**Run 1: metal 1**

Supply wires on this layer in gray.
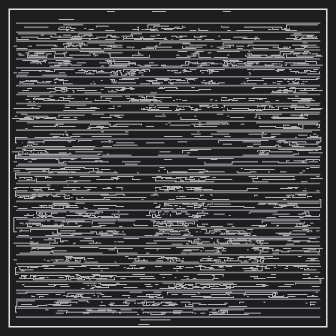
**Run 1: signal wires on met2**

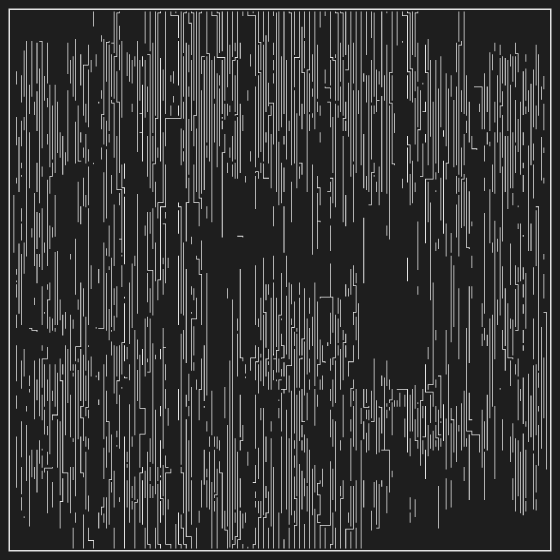
**Run 1: signal wires on met3**

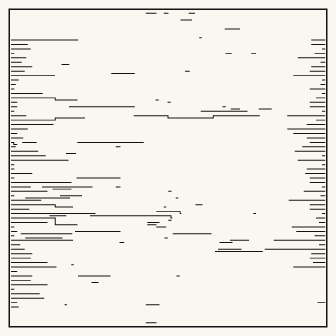
### src/rtl/fpu_issue.sv
// fpu_issue: one-at-a-time FPU request issuer with watchdog and flush.
// Ports: req_* in (valid/ready), fpu_* start/done, resp_* out, busy.
module fpu_issue #(
  parameter int TIMEOUT = 64,
  parameter int TAG_W   = 5
) (
  input  logic             clk,
  input  logic             rst_n,
  input  logic             req_valid,
  output logic             req_ready,
  input  logic [31:0]      req_a,
  input  logic [31:0]      req_b,
  input  logic [1:0]       req_op,
  input  logic [TAG_W-1:0] req_tag,
  input  logic             flush,
  output logic [31:0]      fpu_A,
  output logic [31:0]      fpu_B,
  output logic [1:0]       fpu_op,
  output logic             fpu_start,
  input  logic [31:0]      fpu_R,
  input  logic             fpu_done,
  output logic             resp_valid,
  input  logic             resp_ready,
  output logic [31:0]      resp_data,
  output logic [TAG_W-1:0] resp_tag,
  output logic             resp_err,
  output logic             busy
);

  localparam int CW = $clog2(TIMEOUT + 1);
  localparam logic [CW-1:0] CNT_LAST = CW'(TIMEOUT - 1);
  localparam logic [CW-1:0] CNT_ONE  = CW'(1);
  localparam logic [31:0]   QNAN     = 32'h7FC00000;

  typedef enum logic [2:0] {
    S_IDLE,
    S_ISSUE,
    S_WAIT,
    S_RESP,
    S_DRAIN
  } state_e;

  state_e           state_q, state_d;
  logic [CW-1:0]    cnt_q, cnt_d;
  logic [31:0]      a_q, a_d;
  logic [31:0]      b_q, b_d;
  logic [1:0]       op_q, op_d;
  logic [TAG_W-1:0] tag_q, tag_d;
  logic [31:0]      data_q, data_d;
  logic             err_q, err_d;
  logic             accept;

  assign req_ready  = (state_q == S_IDLE) && !flush;
  assign accept     = req_valid && req_ready;
  assign fpu_start  = (state_q == S_ISSUE);
  assign resp_valid = (state_q == S_RESP);
  assign busy       = (state_q != S_IDLE);
  assign fpu_A      = a_q;
  assign fpu_B      = b_q;
  assign fpu_op     = op_q;
  assign resp_data  = data_q;
  assign resp_tag   = tag_q;
  assign resp_err   = err_q;

  always_comb begin
    state_d = state_q;
    cnt_d   = cnt_q;
    a_d     = a_q;
    b_d     = b_q;
    op_d    = op_q;
    tag_d   = tag_q;
    data_d  = data_q;
    err_d   = err_q;
    unique case (state_q)
      S_IDLE: begin
        if (accept) begin
          a_d     = req_a;
          b_d     = req_b;
          op_d    = req_op;
          tag_d   = req_tag;
          state_d = S_ISSUE;
        end
      end
      S_ISSUE: begin
        // start is already out, so a flush must still drain its done
        cnt_d   = '0;
        state_d = flush ? S_DRAIN : S_WAIT;
      end
      S_WAIT: begin
        if (flush) begin
          cnt_d   = '0;
          state_d = fpu_done ? S_IDLE : S_DRAIN;
        end else if (fpu_done) begin
          data_d  = fpu_R;
          err_d   = 1'b0;
          state_d = S_RESP;
        end else if (cnt_q == CNT_LAST) begin
          data_d  = QNAN;
          err_d   = 1'b1;
          state_d = S_RESP;
        end else begin
          cnt_d = cnt_q + CNT_ONE;
        end
      end
      S_RESP: begin
        if (flush || resp_ready) state_d = S_IDLE;
      end
      S_DRAIN: begin
        if (fpu_done || cnt_q == CNT_LAST) state_d = S_IDLE;
        else cnt_d = cnt_q + CNT_ONE;
      end
      default: state_d = S_IDLE;
    endcase
  end

  always_ff @(posedge clk or negedge rst_n) begin
    if (!rst_n) begin
      state_q <= S_IDLE;
      cnt_q   <= '0;
      a_q     <= '0;
      b_q     <= '0;
      op_q    <= '0;
      tag_q   <= '0;
      data_q  <= '0;
      err_q   <= 1'b0;
    end else begin
      state_q <= state_d;
      cnt_q   <= cnt_d;
      a_q     <= a_d;
      b_q     <= b_d;
      op_q    <= op_d;
      tag_q   <= tag_d;
      data_q  <= data_d;
      err_q   <= err_d;
    end
  end

endmodule
### config.mk
export PLATFORM = sky130hd
export DESIGN_NAME = fpu_issue
export DESIGN_NICKNAME = d
export VERILOG_FILES = /design/src/rtl/fpu_issue.sv
export SDC_FILE = /design/constraint.sdc
export NUM_CORES = 1
export LEC_CHECK = 0
export ABC_AREA = 1
export CAP_MARGIN = 20
export CORE_MARGIN = 1.5
export CORE_UTILIZATION = 55
export DETAILED_ROUTE_END_ITERATION = 16
export DONT_BUFFER_PORTS = 1
export PLACE_DENSITY = 0.7
export SYNTH_ARGS = -nofsm -noshare
export SYNTH_HDL_FRONTEND = slang
export SYNTH_SLANG_ARGS = --single-unit
### constraint.sdc
create_clock -name clk -period 2.48 [get_ports clk]
set_clock_uncertainty 0.2 [all_clocks]
set_input_delay 0.496 -clock clk [delete_from_list [all_inputs] [get_ports clk]]
set_output_delay 0.496 -clock clk [all_outputs]
set_load 0.1 [all_outputs]
==> impl_metrics.toml, run 1 <==
# generated from flow reports
[synth]
synthesis.area_per_instance_sq_um = 8.88
fp_nets = 652
synth-seq-cells = 114
async_s_r_ff_share_synth = 1.00
synth.top_cells.by_area = "sky130_fd_sc_hd__dfrtp_1 59%, sky130_fd_sc_hd__nand2_1 14%, sky130_fd_sc_hd__o21ai_0 8.0%"
synth_top_flop_cell = "sky130_fd_sc_hd__dfrtp_1"
count_of_yosys_warnings_during_synthesis = 0
synth.yosys.chip_area_sq_mm = 0.00481
yosys.area.top_type_share = 0.593
edf_count = 0
synthesis.area_sq_mm = 0.00481
post_synth_inst_count = 542
synth.lib_cells_used.distinct = 21
yosys-stat-cells = 542
seq_area_frac_synth = 0.593
ys_top_cells_by_count = "181 x sky130_fd_sc_hd__nand2_1, 114 x sky130_fd_sc_hd__dfrtp_1, 85 x sky130_fd_sc_hd__inv_1"

[cts]
cts_setup_buffers = 0
inserted_clock_buffers = 17
cts.path.max_buffers = 2
clkSlewWorstSetupHoldPaths_ns = 0.06
cts_hold_buffers = 104
cts_tree = "yes"
clock-root-buffer = "sky130_fd_sc_hd__clkbuf_8"
numClockSinks = 114
cts_max_level = 4
insertion_delay_ns = 0.51

[floorplan]
die_area_sq_mm = 0.00932
die_width_um = 96.6
floorplan.rows = 33
core_region_area_sq_mm = 0.00834
initial_core_util = 0.577
die.size.y_um = 96.6
io-pin-count = 217

[layout]
fillCellCount = 372
insertedDiodeCount = 0
nets = 865
final_area_sq_mm = 0.00724
syn_to_final_growth_pct = 50.5
final_layout_size_suffix_gt1_frac = 0.201

[drt]
initial_drc_count = 254
route.detailed.drc = 0
drt_first_pass_iters = 6
avgRoutedWirePerCell_um = 16.2

[global_route]
antenna_found_initial = 0
largest_net_degree_at_the_start_of_global_routing = 143
grt_pass1_wl_mm = 20.6
first_global_vias = 4349
grt.total_usage = 0.299
overflow = 0

[critical_path]
crit_slowest_cell = "sky130_fd_sc_hd__dfrtp_1"
crit_path_start_kind = "flip-flop"
critPathBufInv = 2
cp_slowest_stage_delay_ns = 0.42
path_delay_family = "flip-flops"
critical_path_required_ns = 1.78
crit_fanout = 4
setup.worst_path.end_class = "primary output"
worstPathCellList = "nor2_2 -> nand2_2 -> buf_6 -> nor2_4 -> buf_12"
timing.setup.critical_path_class = "flip-flop to primary output"
critPathArrivalTime_ns = 1.70

[timing]
hold_ws_ns = -0.518
max_clock_freq_mhz = 417
hold_violations = 114
timing.slew.headroom = 0.646
setup-violations-final = 0
tightest_slew_ns = 0.531
slew_viol_final = 0
min_period_over_period = 0.968
fin_tns_setup_ns = 0
final.min_clock_period_ns = 2.40
rsz0062_at_grt = "false"

[run]
warning_count = 32

[placed_design]
portBuffers = 0
gp_congestion = 0.929
placed_cell_area_sq_mm = 0.00559
detailedPlacementHpwl_mm = 7.42

[status]
failing_checks = "negative hold slack"
status = "finished with violations"
Notes on 'metal 1' above:
wire length on this layer	5220 um
main direction	horizontal
longest straight run	29.0 um
via count: 4397
Routed Wire Length: 14.1 mm
met1 Use GR: 0.333

Notes on 'signal wires on met2' above:
nets with wire on the layer	744
longest straight run	42.8 um
main direction	vertical
share of all routed wire	53%
wire length on this layer	7460 um
met2 layer usage reported by global route: 0.531

Notes on 'signal wires on met3' above:
nets with wire on the layer	146
longest straight run	25.5 um
GR Util met3: 0.0853

run 1: logic make-up after synthesis:
logic type      after synthesis  synth area share
compound gates               87            0.0957
xor+xnor                      3           0.00546
fa+ha+maj                     1           0.00260
buf+inv                     108             0.115
flops                       114             0.593
simple gates                229             0.189
run 1: stage by stage:
| step | std cells | setup slack [ns] | util | hold slack [ns] |
|---|---|---|---|---|
| 6_report | 873 | 0.0801 | 0.868 | -0.518 |
| 5_1_grt | 873 | 0.0158 | 0.868 | -0.540 |
| 4_1_cts | 873 | 0.0227 | 0.868 | -0.532 |
| 3_3_place_gp | 737 | 0.542 | 0.671 | 0.00310 |
| 3_5_place_dp | 737 | 0.439 | 0.671 | 0.00314 |
| 2_1_floorplan | 542 | 0.243 | - | 0.000409 |
run 1: cell usage in the layout, fill, tap and decap left out, drive strengths merged:
cell type    instances
nand2              183
dfrtp              114
buf                113
dlygate4sd3        104
inv                 86
o21ai               83
nor2                25
clkbuf              19
nand3               18
clkinv               5
bufinv               4
a21oi                3
clkinvlp             3
xor2                 2
nor3b                1
xnor2                1
nand3b               1
nor3                 1
o21bai               1
ha                   1
run 1: sequential cells by signal (all words and copies together) (netlist names):
| register | cells |
|---|---|
| fpu_B | 32 |
| resp_tag | 5 |
| fpu_A | 32 |
| state_q | 3 |
| cnt_q | 7 |
| resp_data | 32 |
| resp_err | 1 |
| fpu_op | 2 |
run 1: final cells by class:
class                   instances  area [sq um]  area share
repair buffers                217          1920       0.265
multi-input cells             320          1420       0.196
flip-flops and latches        114          2850       0.394
well taps                     105           131      0.0181
clock buffers                  19           422      0.0582
clock inverters                13           184      0.0254
inverters                      85           319      0.0440
run 1: routing by layer:
layer | track usage | part of all wire | vias to the layer above | routed length [um]
met2 | 0.531 | 0.53 | 210 | 7460
li1 | - | - | 2079 | -
met5 | 0 | 0 | - | 0
met1 | 0.333 | 0.37 | 2070 | 5220
met3 | 0.0853 | 0.074 | 38 | 1050
met4 | 0.130 | 0.028 | 0 | 394
run 1: path summary, 6_finish.rpt:
kind                            start            end  slack [ns]  cells past startpoint
min reg2reg                  cnt_q[1]       cnt_q[1]        0.34                      2
max reg2reg                  cnt_q[0]       cnt_q[0]        0.43                     10
min                             rst_n  resp_data[26]       -0.52                      0
min in group clk            fpu_R[25]  resp_data[25]        0.02                      2
max in group asynchronous       rst_n  resp_data[22]        2.39                      0
max                        state_q[1]      req_ready        0.08                      5
run 1: timing repair:
| action | 4_1_cts | 5_1_grt |
|---|---|---|
| resized | 0 | 1 |
| endpoints found under the hold margin | 218 | 114 |
| setup endpoints to repair | 0 | 1 |
==> run 2, diff against run 1 <==
--- a/config.mk
+++ b/config.mk
@@ -9,6 +9,7 @@
 export CAP_MARGIN = 20
 export CORE_MARGIN = 1.5
 export CORE_UTILIZATION = 55
+export CTS_BUF_LIST = sky130_fd_sc_hd__clkbuf_16
 export DETAILED_ROUTE_END_ITERATION = 16
 export DONT_BUFFER_PORTS = 1
 export PLACE_DENSITY = 0.7
**Run 2: signal wires on met3**

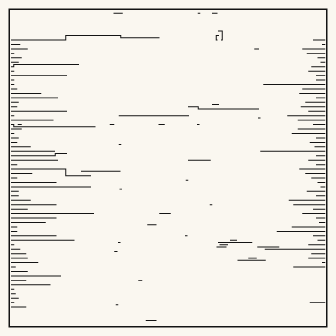
main direction	horizontal
nets with wire on the layer	131
GR Util met3: 0.0869
via count: 3773
Routed Wire Length: 10.8 mm

**Run 2: the clock network**

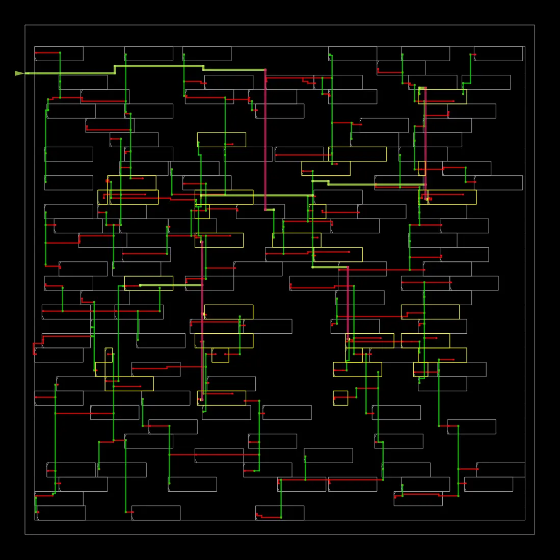
clock buffers: 17
Clock Sink Count: 114
Late-Pin Clk Latency: 0.39 ns

==> impl_metrics.toml, run 2 <==
# generated from flow reports
[cts]
postCtsResizedCells = 0
cts_max_level = 4
cts.path.max_buffers = 2
inserted_clock_buffers = 17
cts_tree = "yes"
clkSlewWorstSetupHoldPaths_ns = 0.06
clock-root-buffer = "sky130_fd_sc_hd__clkbuf_16"

[synth]
edf_count = 0
synth.area.mux_share = 0
synth.lib_cells_used.distinct = 21
post_synth_fa_ha_maj_area_fraction = 0.00260
async_s_r_ff_share_synth = 1.00
synth_top_flop_cell = "sky130_fd_sc_hd__dfrtp_1"
count_of_yosys_warnings_during_synthesis = 0
synthMostInstantiatedCell = "sky130_fd_sc_hd__nand2_1"
synthesis.area_sq_mm = 0.00481
synth.top_cells.by_area = "sky130_fd_sc_hd__dfrtp_1 59%, sky130_fd_sc_hd__nand2_1 14%, sky130_fd_sc_hd__o21ai_0 8.0%"
yosys-stat-cells = 542
synth_simple_gate_area_share = 0.189
yosys.area.top_type_share = 0.593
synthesis.area_per_instance_sq_um = 8.88
topCombFamilyByArea = "simple AND/OR/NAND/NOR gates"
ys_top_cells_by_count = "181 x sky130_fd_sc_hd__nand2_1, 114 x sky130_fd_sc_hd__dfrtp_1, 85 x sky130_fd_sc_hd__inv_1"
synth.cellmix.xorXnorShare = 0.00546
yosysTopAreaCell = "sky130_fd_sc_hd__dfrtp_1"
synthAoiAreaFrac = 0.0957
fp_nets = 652
synth-seq-cells = 114
post_synth_inst_count = 542
seq_area_frac_synth = 0.593
synth.yosys.chip_area_sq_mm = 0.00481

[drt]
drt_first_pass_iters = 6
route.antenna.remaining_nets = 0
initial_drc_count = 235
route.detailed.drc = 0
viasPerCell = 4.89
avgRoutedWirePerCell_um = 14.0

[global_route]
largest_net_degree_at_the_start_of_global_routing = 143
overflow = 0
grt.total_usage = 0.230
grt_pass1_wl_mm = 16.1
first_global_vias = 3564
antenna_found_initial = 0

[timing]
min_period_over_period = 0.941
hold_ws_ns = -0.406
fin_tns_setup_ns = 0
timing.slew.headroom = 0.662
slew_viol_final = 0
setup-violations-final = 0
tightest_slew_ns = 0.507
final.min_clock_period_ns = 2.33
hold_violations = 114
max_clock_freq_mhz = 428
rsz0062_at_grt = "false"

[floorplan]
io-pin-count = 217
die_area_sq_mm = 0.00932
floorplan.rows = 33
die_width_um = 96.6
die.size.y_um = 96.6
core_region_area_sq_mm = 0.00834
initial_core_util = 0.577

[critical_path]
rr_worst_depth = 10
critical_path.reg2reg.startpoint = "cnt_q[0]"
timing.setup.critical_path_class = "flip-flop to primary output"
worstPathCellList = "nor2_2 -> nand2_2 -> buf_4 -> nor2_4 -> buf_12"
crit_slowest_cell = "sky130_fd_sc_hd__dfrtp_1"
critPathBufInv = 2
path_delay_family = "buffers and inverters"
cp_slowest_stage_delay_ns = 0.41
crit_fanout = 4
setup.worst_path.end_class = "primary output"
critical_path_required_ns = 1.78
crit_path_start_kind = "flip-flop"
worst_reg2reg_endpoint = "cnt_q[0]"
rrSetupSlack_ns = 0.44
critPathArrivalTime_ns = 1.64

[layout]
final_layout_top_logic_cells = "181 x sky130_fd_sc_hd__nand2_1, 114 x sky130_fd_sc_hd__dfrtp_1, 111 x sky130_fd_sc_hd__buf_4"
post-route-util = 0.748
nets = 764
syn_to_final_growth_pct = 29.6
final_layout_size_suffix_gt1_frac = 0.231
insertedDiodeCount = 0
most_common_logic_cell_in_the_routed_design = "sky130_fd_sc_hd__nand2_1"

[min_path]
hp-class = "primary input to asynchronous set/reset pin"

[run]
max-cap-violations = 0
warning_count = 32

[placed_design]
portBuffers = 0
detailedPlacementHpwl_mm = 7.42
gp_congestion = 0.929

[status]
status = "finished with violations"
failing_checks = "negative hold slack"
-- run 2: logic make-up after synthesis --
group / after synthesis
flip-flops: 114
buffers and inverters: 108
XOR/XNOR: 3
AND/OR/NAND/NOR: 229
adder cells (fa/ha/maj): 1
AND-OR/OR-AND: 87
-- run 2: worst reg2reg max path: stages, from the launching register on --
cell                      delay [ns]
sky130_fd_sc_hd__dfrtp_1        0.43
sky130_fd_sc_hd__ha_1           0.25
sky130_fd_sc_hd__nand3_1        0.16
sky130_fd_sc_hd__inv_1          0.06
sky130_fd_sc_hd__nand2_1        0.11
sky130_fd_sc_hd__nand2_1        0.06
sky130_fd_sc_hd__nand2_1        0.12
sky130_fd_sc_hd__buf_4          0.25
sky130_fd_sc_hd__nand2_2        0.14
sky130_fd_sc_hd__nand2_1        0.10
sky130_fd_sc_hd__nand2_1        0.06
-- run 2: cell type report --
cell class              instances  area, sq um
multi-input cells             320         1420
well taps                     105          131
inverters                      85          319
fillers                       596         2100
clock buffers                  17          425
clock inverters                15          191
repair buffers                116          903
flip-flops and latches        114         2850
-- run 2: timing repair --
| item | CTS | global route |
|---|---|---|
| buffers inserted | 0 | 0 |
| hold buffers | 2 | 1 |
| hold endpoints to repair | 116 | 115 |
-- run 2: through the flow --
step	worst slack (ns)	instance area [sq um]	instances	hold WS, ns
floorplan	0.243	4820	542	0.000409
global placement	0.542	5590	737	0.00310
detailed placement	0.439	5590	737	0.00314
CTS	0.133	6230	771	-0.422
global route	0.0735	6240	772	-0.427
finish	0.145	6240	772	-0.406
-- run 2: per-layer routing --
layer	wire length [um]	GRT usage
met1	4220	0.272
met2	5410	0.376
met3	926	0.0869
met4	221	0.0978
met5	0	0
-- run 2: worst max path at each step --
stage,startpoint,endpoint,slack (ns),cells past startpoint
global route,state_q[1],req_ready,0.07,5
floorplan,state_q[1],req_ready,0.24,3
detailed placement,cnt_q[0],cnt_q[0],0.44,10
global placement,cnt_q[0],cnt_q[5],0.54,10
CTS,state_q[1],req_ready,0.13,5
finish,state_q[1],req_ready,0.15,5
==> run 3, diff against run 2 <==
--- a/config.mk
+++ b/config.mk
@@ -16,3 +16,4 @@
 export SYNTH_ARGS = -nofsm -noshare
 export SYNTH_HDL_FRONTEND = slang
 export SYNTH_SLANG_ARGS = --single-unit
+export TNS_END_PERCENT = 10
**Run 3: metal 1**

Supply wires on this layer in gray.
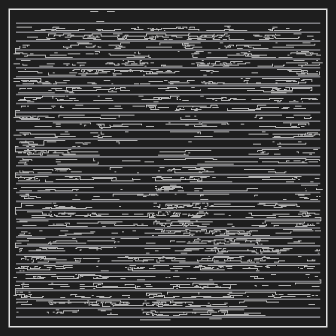
nets with wire on the layer	668
main direction	horizontal
share of all routed wire	39%
wire length on this layer	4220 um
met1 Use GR: 0.272

**Run 3: signal wires on met3**

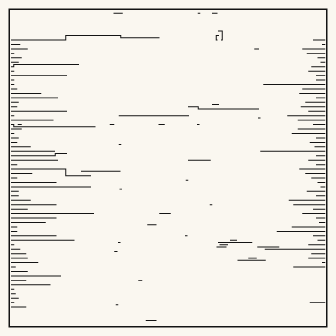
nets with wire on the layer	131
share of all routed wire	8.6%
wire length on this layer	926 um
main direction	horizontal
longest straight run	25.1 um

==> impl_metrics.toml, run 3 <==
# generated from flow reports
[critical_path]
critical_path.startpoint = "state_q[1]"
critical_path_required_ns = 1.78
rr_worst_depth = 10
crit_path_start_kind = "flip-flop"
rrSetupSlack_ns = 0.44
crit_fanout = 4
timing.setup.critical_path_class = "flip-flop to primary output"
setup.worst_path.end_class = "primary output"
setup.worst_path.end = "req_ready"
worst_reg2reg_endpoint = "cnt_q[0]"
critical_path.reg2reg.startpoint = "cnt_q[0]"

[timing]
hold_violations = 114
max_clock_freq_mhz = 428
min_period_over_period = 0.941
slew_viol_final = 0
setup-violations-final = 0
fin_tns_setup_ns = 0
hold_ws_ns = -0.406

[synth]
synth.top_cells.by_area = "sky130_fd_sc_hd__dfrtp_1 59%, sky130_fd_sc_hd__nand2_1 14%, sky130_fd_sc_hd__o21ai_0 8.0%"
synth.lib_cells_used.distinct = 21
yosys-stat-cells = 542
fp_nets = 652
yosysTopAreaCell = "sky130_fd_sc_hd__dfrtp_1"
async_s_r_ff_share_synth = 1.00
yosys.area.top_type_share = 0.593
synthMostInstantiatedCell = "sky130_fd_sc_hd__nand2_1"
post_synth_inst_count = 542
synth-seq-cells = 114
synth_top_flop_cell = "sky130_fd_sc_hd__dfrtp_1"
count_of_yosys_warnings_during_synthesis = 0
synthesis.area_per_instance_sq_um = 8.88
synthesis.area_sq_mm = 0.00481
edf_count = 0
seq_area_frac_synth = 0.593

[drt]
initial_drc_count = 235
drt_first_pass_iters = 6
avgRoutedWirePerCell_um = 14.0
viasPerCell = 4.89
route.detailed.drc = 0
wirelength_mm = 10.8
route.antenna.remaining_nets = 0
num_vias = 3773

[run]
warning_count = 32
max-cap-violations = 0

[global_route]
overflow = 0
antenna_found_initial = 0
first_global_vias = 3564
global_route.peak_usage_layer = "met2"
globalRouteMet2Util = 0.376
largest_net_degree_at_the_start_of_global_routing = 143
grt.total_usage = 0.230
grt_util_met3 = 0.0869

[cts]
clock-root-buffer = "sky130_fd_sc_hd__clkbuf_16"
insertion_delay_ns = 0.39
cts.path.max_buffers = 2
numClockSinks = 114
cts_max_level = 4
cts_tree = "yes"
clkSlewWorstSetupHoldPaths_ns = 0.06
inserted_clock_buffers = 17
postCtsResizedCells = 0

[layout]
insertedDiodeCount = 0
nets = 764
syn_to_final_growth_pct = 29.6
seq_area_sq_mm = 0.00285
most_common_logic_cell_in_the_routed_design = "sky130_fd_sc_hd__nand2_1"
final_layout_size_suffix_gt1_frac = 0.231
fillCellCount = 596
post-route-util = 0.748
multi_input_gate_area_in_the_final_layout_sq_mm = 0.00142

[placed_design]
detailedPlace.worstSlack_ns = 0.439
detailedPlacementHpwl_mm = 7.42

[min_path]
hp-class = "primary input to asynchronous set/reset pin"

[floorplan]
die_width_um = 96.6
floorplan.rows = 33
io-pin-count = 217
core_region_area_sq_mm = 0.00834
die_area_sq_mm = 0.00932

[status]
failing_checks = "negative hold slack"
status = "finished with violations"
==> run 3: cell counts after synthesis <==
No cell type changed its count.
==> run 3: how the worst min path moves through the flow <==
stage	from	end	slack, ns	depth (start not counted)
after CTS	rst_n	resp_data[8]	-0.42	0
after global placement	rst_n	fpu_A[24]	0.003	0
after floorplan	rst_n	cnt_q[0]	0.0004	0
after global routing	rst_n	fpu_op[1]	-0.43	0
final	rst_n	resp_data[8]	-0.41	0
after detailed placement	rst_n	fpu_A[24]	0.003	0
==> run 3: logic make-up (layout without fill, tap and decap cells) <==
family,after synthesis,after routing,synth area share
compound gates,87,87,0.0957
xor+xnor,3,3,0.00546
fa+ha+maj,1,1,0.00260
buf+inv,108,233,0.115
flops,114,114,0.593
simple gates,229,229,0.189
==> run 3: critical path, stage by stage (launching register included) <==
cell and delay, ns:
sky130_fd_sc_hd__dfrtp_1 0.41, sky130_fd_sc_hd__nor2_2 0.15, sky130_fd_sc_hd__nand2_2 0.11, sky130_fd_sc_hd__buf_4 0.26
sky130_fd_sc_hd__nor2_4 0.13, sky130_fd_sc_hd__buf_12 0.18
==> run 3: cell type report <==
class,instances,area share
sequential,114,0.457
multi-input combinational,320,0.227
clock buffer,17,0.0682
clock inverter,15,0.0307
inverter,85,0.0511
timing repair buffer,116,0.145
tap,105,0.0211
==> run 3: what timing repair did <==
| item | in CTS | in global routing |
|---|---|---|
| endpoints found under the hold margin | 116 | 115 |
| hold buffers | 2 | 1 |
| endpoints found under the setup margin | 0 | 0 |
==> run 3: metal layers <==
| layer | routed length (um) | part of all wire | up-vias |
|---|---|---|---|
| met5 | 0 | 0 | - |
| li1 | - | - | 1869 |
| met4 | 221 | 0.021 | 0 |
| met2 | 5410 | 0.50 | 166 |
| met3 | 926 | 0.086 | 21 |
| met1 | 4220 | 0.39 | 1717 |
==> run 3: per-stage QoR <==
stage               instances  area [sq um]
finish                    772          6240
global route              772          6240
CTS                       771          6230
detailed placement        737          5590
global placement          737          5590
floorplan                 542          4820
